$ cat src/rtl/link_fifo_buffer_pkg.sv
// Shared interconnect definitions: the packet type and the null packet
// shown on an idle link.
`ifndef LINK_FIFO_BUFFER_PKG_SV
`define LINK_FIFO_BUFFER_PKG_SV

package link_fifo_buffer_pkg;

    typedef struct packed {
        logic [3:0]  dst;
        logic [11:0] payload;
    } packet_t;

endpackage

`define NULL_PACKET (link_fifo_buffer_pkg::packet_t'(16'h0000))

`endif

$ cat src/rtl/link_if.sv
// Point-to-point req/ack link carrying one packet per completed handshake.
interface link_if;
    import link_fifo_buffer_pkg::*;

    logic    req;
    logic    ack;
    packet_t packet;

    modport sender   (output req, output packet, input ack);
    modport receiver (input req, input packet, output ack);
endinterface

$ cat src/rtl/link_fifo_buffer.sv
// Circular packet FIFO between two req/ack links. There is no input-to-output
// bypass, so every packet spends at least one cycle in storage.
module link_fifo_buffer
    import link_fifo_buffer_pkg::*;
#(
    parameter int DEPTH = 4
) (
    input  logic                     clk,
    input  logic                     reset,
    link_if.receiver                 input_link,
    link_if.sender                   output_link,
    output logic [$clog2(DEPTH):0]   occupancy
);

    localparam int PW = $clog2(DEPTH);
    localparam int CW = PW + 1;
    localparam logic [CW-1:0] FULL_COUNT = CW'(DEPTH);

    packet_t         mem_q [DEPTH];
    packet_t         mem_d [DEPTH];
    logic [PW-1:0]   head_q, head_d;
    logic [PW-1:0]   tail_q, tail_d;
    logic [CW-1:0]   occ_q, occ_d;
    logic            push_s;
    logic            pop_s;
    logic            not_full_s;
    logic            not_empty_s;

    // Link-facing flags depend only on registered occupancy.
    assign not_full_s  = (occ_q != FULL_COUNT);
    assign not_empty_s = (occ_q != {CW{1'b0}});

    assign input_link.ack     = not_full_s;
    assign output_link.req    = not_empty_s;
    assign output_link.packet = not_empty_s ? mem_q[head_q] : `NULL_PACKET;
    assign occupancy          = occ_q;

    assign push_s = input_link.req & not_full_s;
    assign pop_s  = output_link.ack & not_empty_s;

    // Next-state for pointers, counter and storage.
    always_comb begin
        head_d = head_q;
        tail_d = tail_q;
        occ_d  = occ_q;
        mem_d  = mem_q;
        if (push_s) begin
            mem_d[tail_q] = input_link.packet;
            tail_d        = tail_q + PW'(1);
        end else begin
            tail_d = tail_q;
        end
        if (pop_s) begin
            head_d = head_q + PW'(1);
        end else begin
            head_d = head_q;
        end
        case ({push_s, pop_s})
            2'b10:   occ_d = occ_q + CW'(1);
            2'b01:   occ_d = occ_q - CW'(1);
            default: occ_d = occ_q;
        endcase
    end

    // Control state register with synchronous reset.
    always_ff @(posedge clk) begin
        if (reset) begin
            head_q <= {PW{1'b0}};
            tail_q <= {PW{1'b0}};
            occ_q  <= {CW{1'b0}};
        end else begin
            head_q <= head_d;
            tail_q <= tail_d;
            occ_q  <= occ_d;
        end
    end

    // Storage is never reset; it is masked by occupancy when empty.
    always_ff @(posedge clk) begin
        mem_q <= mem_d;
    end

endmodule

$ cat src/flat_wrapper.sv
// flat-port wrapper written by rule: the top's interface ports become plain ports
module link_fifo_buffer_flat import link_fifo_buffer_pkg::*;
#(
    parameter int DEPTH = 4
)
  (clk, reset, occupancy, input_link_req, input_link_packet, input_link_ack, output_link_req, output_link_packet, output_link_ack);
  link_if input_link_i ();
  link_if output_link_i ();
  input  logic clk;
  input  logic reset;
  output logic [$clog2(DEPTH):0] occupancy;
  input wire logic [$bits(input_link_i.req)-1:0] input_link_req;
  input wire logic [$bits(input_link_i.packet)-1:0] input_link_packet;
  output wire logic [$bits(input_link_i.ack)-1:0] input_link_ack;
  output wire logic [$bits(output_link_i.req)-1:0] output_link_req;
  output wire logic [$bits(output_link_i.packet)-1:0] output_link_packet;
  input wire logic [$bits(output_link_i.ack)-1:0] output_link_ack;
  assign input_link_i.req = input_link_req;
  assign input_link_i.packet = input_link_packet;
  assign input_link_ack = input_link_i.ack;
  assign output_link_req = output_link_i.req;
  assign output_link_packet = output_link_i.packet;
  assign output_link_i.ack = output_link_ack;
  link_fifo_buffer #(.DEPTH(DEPTH)) u_core (.clk(clk), .reset(reset), .input_link(input_link_i), .output_link(output_link_i), .occupancy(occupancy));
endmodule
$ cat config.mk
export PLATFORM = sky130hd
export DESIGN_NAME = link_fifo_buffer_flat
export DESIGN_NICKNAME = d
export VERILOG_FILES = /design/src/rtl/link_fifo_buffer_pkg.sv /design/src/rtl/link_if.sv /design/src/rtl/link_fifo_buffer.sv /design/src/flat_wrapper.sv
export SDC_FILE = /design/constraint.sdc
export NUM_CORES = 1
export LEC_CHECK = 0
export ABC_AREA = 1
export CAP_MARGIN = 20
export CORE_MARGIN = 2
export CORE_UTILIZATION = 49
export DETAILED_ROUTE_END_ITERATION = 10
export PLACE_DENSITY = 0.8
export SLEW_MARGIN = 20
export SYNTH_ARGS = -nofsm -noshare
export SYNTH_HDL_FRONTEND = slang
export SYNTH_SLANG_ARGS = --single-unit
$ cat constraint.sdc
create_clock -name clk -period 1.8 [get_ports clk]
set_clock_uncertainty 0.05 [all_clocks]
set_input_delay 0.36 -clock clk [delete_from_list [all_inputs] [get_ports clk]]
set_output_delay 0.36 -clock clk [all_outputs]
set_load 0.02 [all_outputs]
Cell area per tile:
8 x 8 tiles, from black (low) to pale yellow (high), 0 to 100% covered.
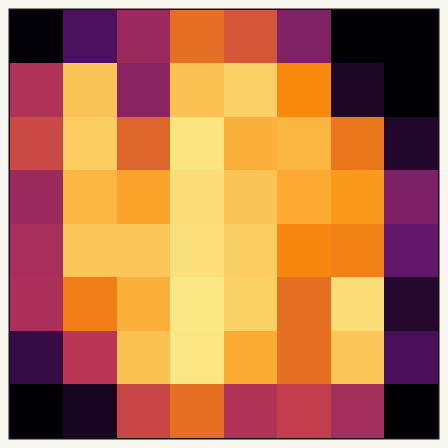
The emptiest ninth of the die: north-east. The densest ninth of the die: center. 9.4% of the tiles are nearly empty.
Starting Density: 0.505
Util after Layout: 0.670

Wires at chosen ports, followed through buffers:
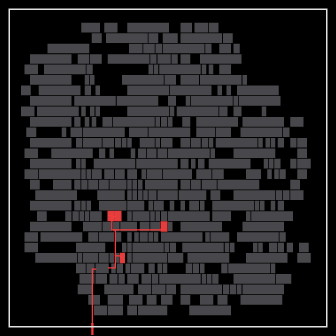
Key: red = reset [bits 1, direction input, edge south, end cells 4, buffers 1, wire 48.4 um]
io pins: 41
input/output buffers: 40

==> impl_metrics.tcl <==
# collected from the flow reports
set metrics [dict create \
    fin_setup_tns_ns -1.28 \
    regToRegSetupSlack_ns 0.05 \
    p_clk_frac 0.226 \
    cts-root-buf "clkbuf_8" \
    p_sw_uw 2160 \
    wire_per_inst_um 15.4 \
    ys_ff 71 \
    synth_cell_type_count 22 \
    hold_start "u_core.tail_q[1]" \
    holdPathEnd "u_core.tail_q[1]" \
    grt_util_all_layers 0.202 \
    worstSkewPairLatency_ns 0.34 \
    warning_count 32 \
    grt_pass1_wl_mm 9.72 \
    syn_inst 253 \
    max_freq_mhz 519 \
    viasPerCell 5.09 \
    cts_tree "yes" \
    violations "setup timing" \
    cts_buffers 9 \
    antenna_found_initial 0 \
    synth_seq_share 0.690 \
    criticalPathCategory "reg -> out" \
    grt_pass1_vias 2057 \
    setup_viol 16 \
    setup_ws_ns -0.127 \
    r2r-end "u_core.occupancy[2]" \
    status "complete, but fails checks" \
    syn_nets 279 \
    dp.final_hpwl_mm 4.13 \
    rsz0062_at_grt "true" \
    lay_top_count "nor2_1" \
    p_per_area_nw_per_um2 1520 \
    ys_chip_area_um2 2990 \
    die_w_um 82.1 \
    lay_top_cells "65 x nor2_1, 64 x edfxtp_1, 41 x buf_4, 28 x o21ai_1, 19 x clkdlybuf4s50_1" \
    hold_viol 0 \
    clock_sinks 71 \
    core_area_um2 5920 \
    htreeDepth 3 \
    power.share.switching 0.359 \
    hold_depth 2 \
    yosys.area.top_type "edfxtp_1" \
]
The metal 3 layer:
Bar = 20 um.
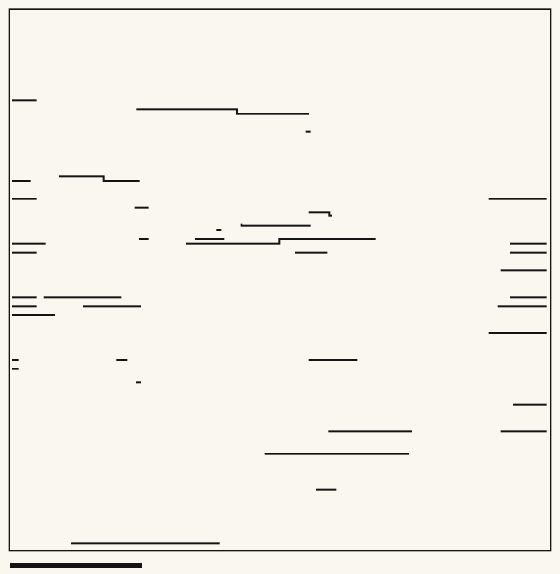
30 nets have wire on it. The layer carries 273 um of wire.
DRT Wirelength: 6.32 mm
M3 GR Usage: 0.0297
vias: 2080

Logic cells by family:
Bar = 20 um.
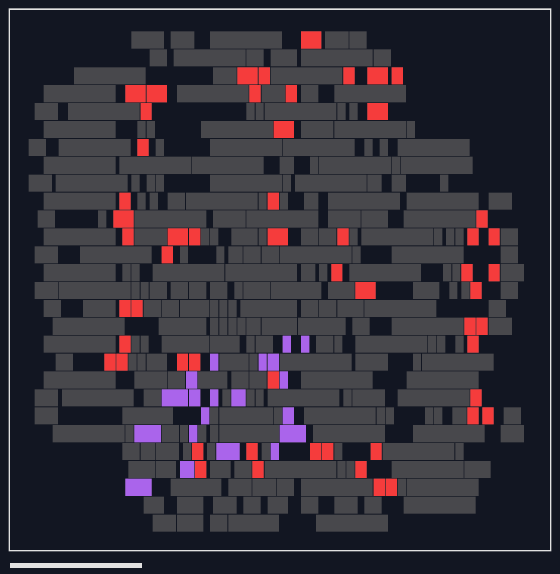
Key: red = inverting AOI/OAI gates [cells 55, where all over the die]; purple = NAND gates [cells 20, where south]
combinational share of cell area: 0.212
Post-Layout Cell Count: 409

layer usage:
layer	track usage	vias up	routed length [um]
met3	0.0297	12	272
met1	0.249	996	2700
met5	0	-	0
li1	-	1018	-
met4	0.108	0	159
met2	0.346	54	3180
metrics by stage:
| stage | hold slack (ns) | cells |
|---|---|---|
| finish | 0.471 | 409 |
| global route | 0.476 | 409 |
| CTS | 0.461 | 408 |
| detailed placement | 0.451 | 388 |
| global placement | 0.443 | 388 |
| floorplan | 0.379 | 253 |
power by group through the flow:
stage | Clock [uW] | Combinational [uW] | Sequential, uW
after floorplan | 0 | 1360 | 2110
after global placement | 0 | 2370 | 2080
after detailed placement | 0 | 2410 | 2090
after CTS | 1380 | 2400 | 2070
after global routing | 1440 | 2810 | 2080
final | 1360 | 2590 | 2070
cells in the mapped netlist:
library cell  instances
nor2_1               72
edfxtp_1             64
a21oi_2               5
buf_6                 4
nand2_1              12
inv_4                 2
ha_1                  5
clkbuf_2              1
buf_4                 2
fa_1                  1
nor2_4                1
buf_2                 2
o21ai_1              27
nand3_1               5
a21oi_1              16
inv_2                 2
buf_8                 2
dfxtp_1               7
nand2_4               1
nand2_2               2
inv_1                13
o21ai_0               7
worst max-delay path: stages (launching register included):
cell     delay [ns]
dfxtp_4        0.38
buf_12         0.13
inv_4          0.09
buf_4          0.16
o21ai_1        0.09
a21oi_2        0.16
buf_4          0.16
layout make-up:
| type | instances | area (um2) |
|---|---|---|
| clock buffer | 9 | 124 |
| tap | 75 | 93.8 |
| inverter | 17 | 71.3 |
| sequential | 71 | 2070 |
| fill | 422 | 1950 |
| multi-input combinational | 154 | 840 |
| timing repair buffer | 76 | 679 |
| clock inverter | 7 | 87.6 |
registers in the layout, indices dropped and copies added (netlist names):
register and cells:
u_core.head_q 2, u_core.mem_q 64, u_core.occupancy 3, u_core.tail_q 2
kinds of logic after synthesis:
kind of cell	count (synthesis)	synth area share
DFF	71	0.690
adders and majority gates	6	0.0276
AOI/OAI and AO/OA	55	0.0984
and+or+nand+nor	93	0.126
buffers and inverters	28	0.0582
what timing repair did:
| action | CTS | global route |
|---|---|---|
| pin swaps | 10 | 13 |
| buffers inserted | 2 | 2 |
| gates resized | 106 | 26 |
| gates cloned | 2 | 0 |
| hold buffers | 0 | 0 |
| setup endpoints to repair | 22 | 19 |
worst max path at each step:
stage,end,slack [ns],cells after the start
floorplan,u_core.mem_q[0],-0.007,4
global placement,u_core.occupancy[2],-0.25,12
detailed placement,output_link_packet[5],-0.32,6
CTS,output_link_packet[10],-0.14,7
global route,output_link_packet[15],-0.18,7
finish,output_link_packet[13],-0.13,6
No activity file was given, so power comes from the tool's default toggle rates.
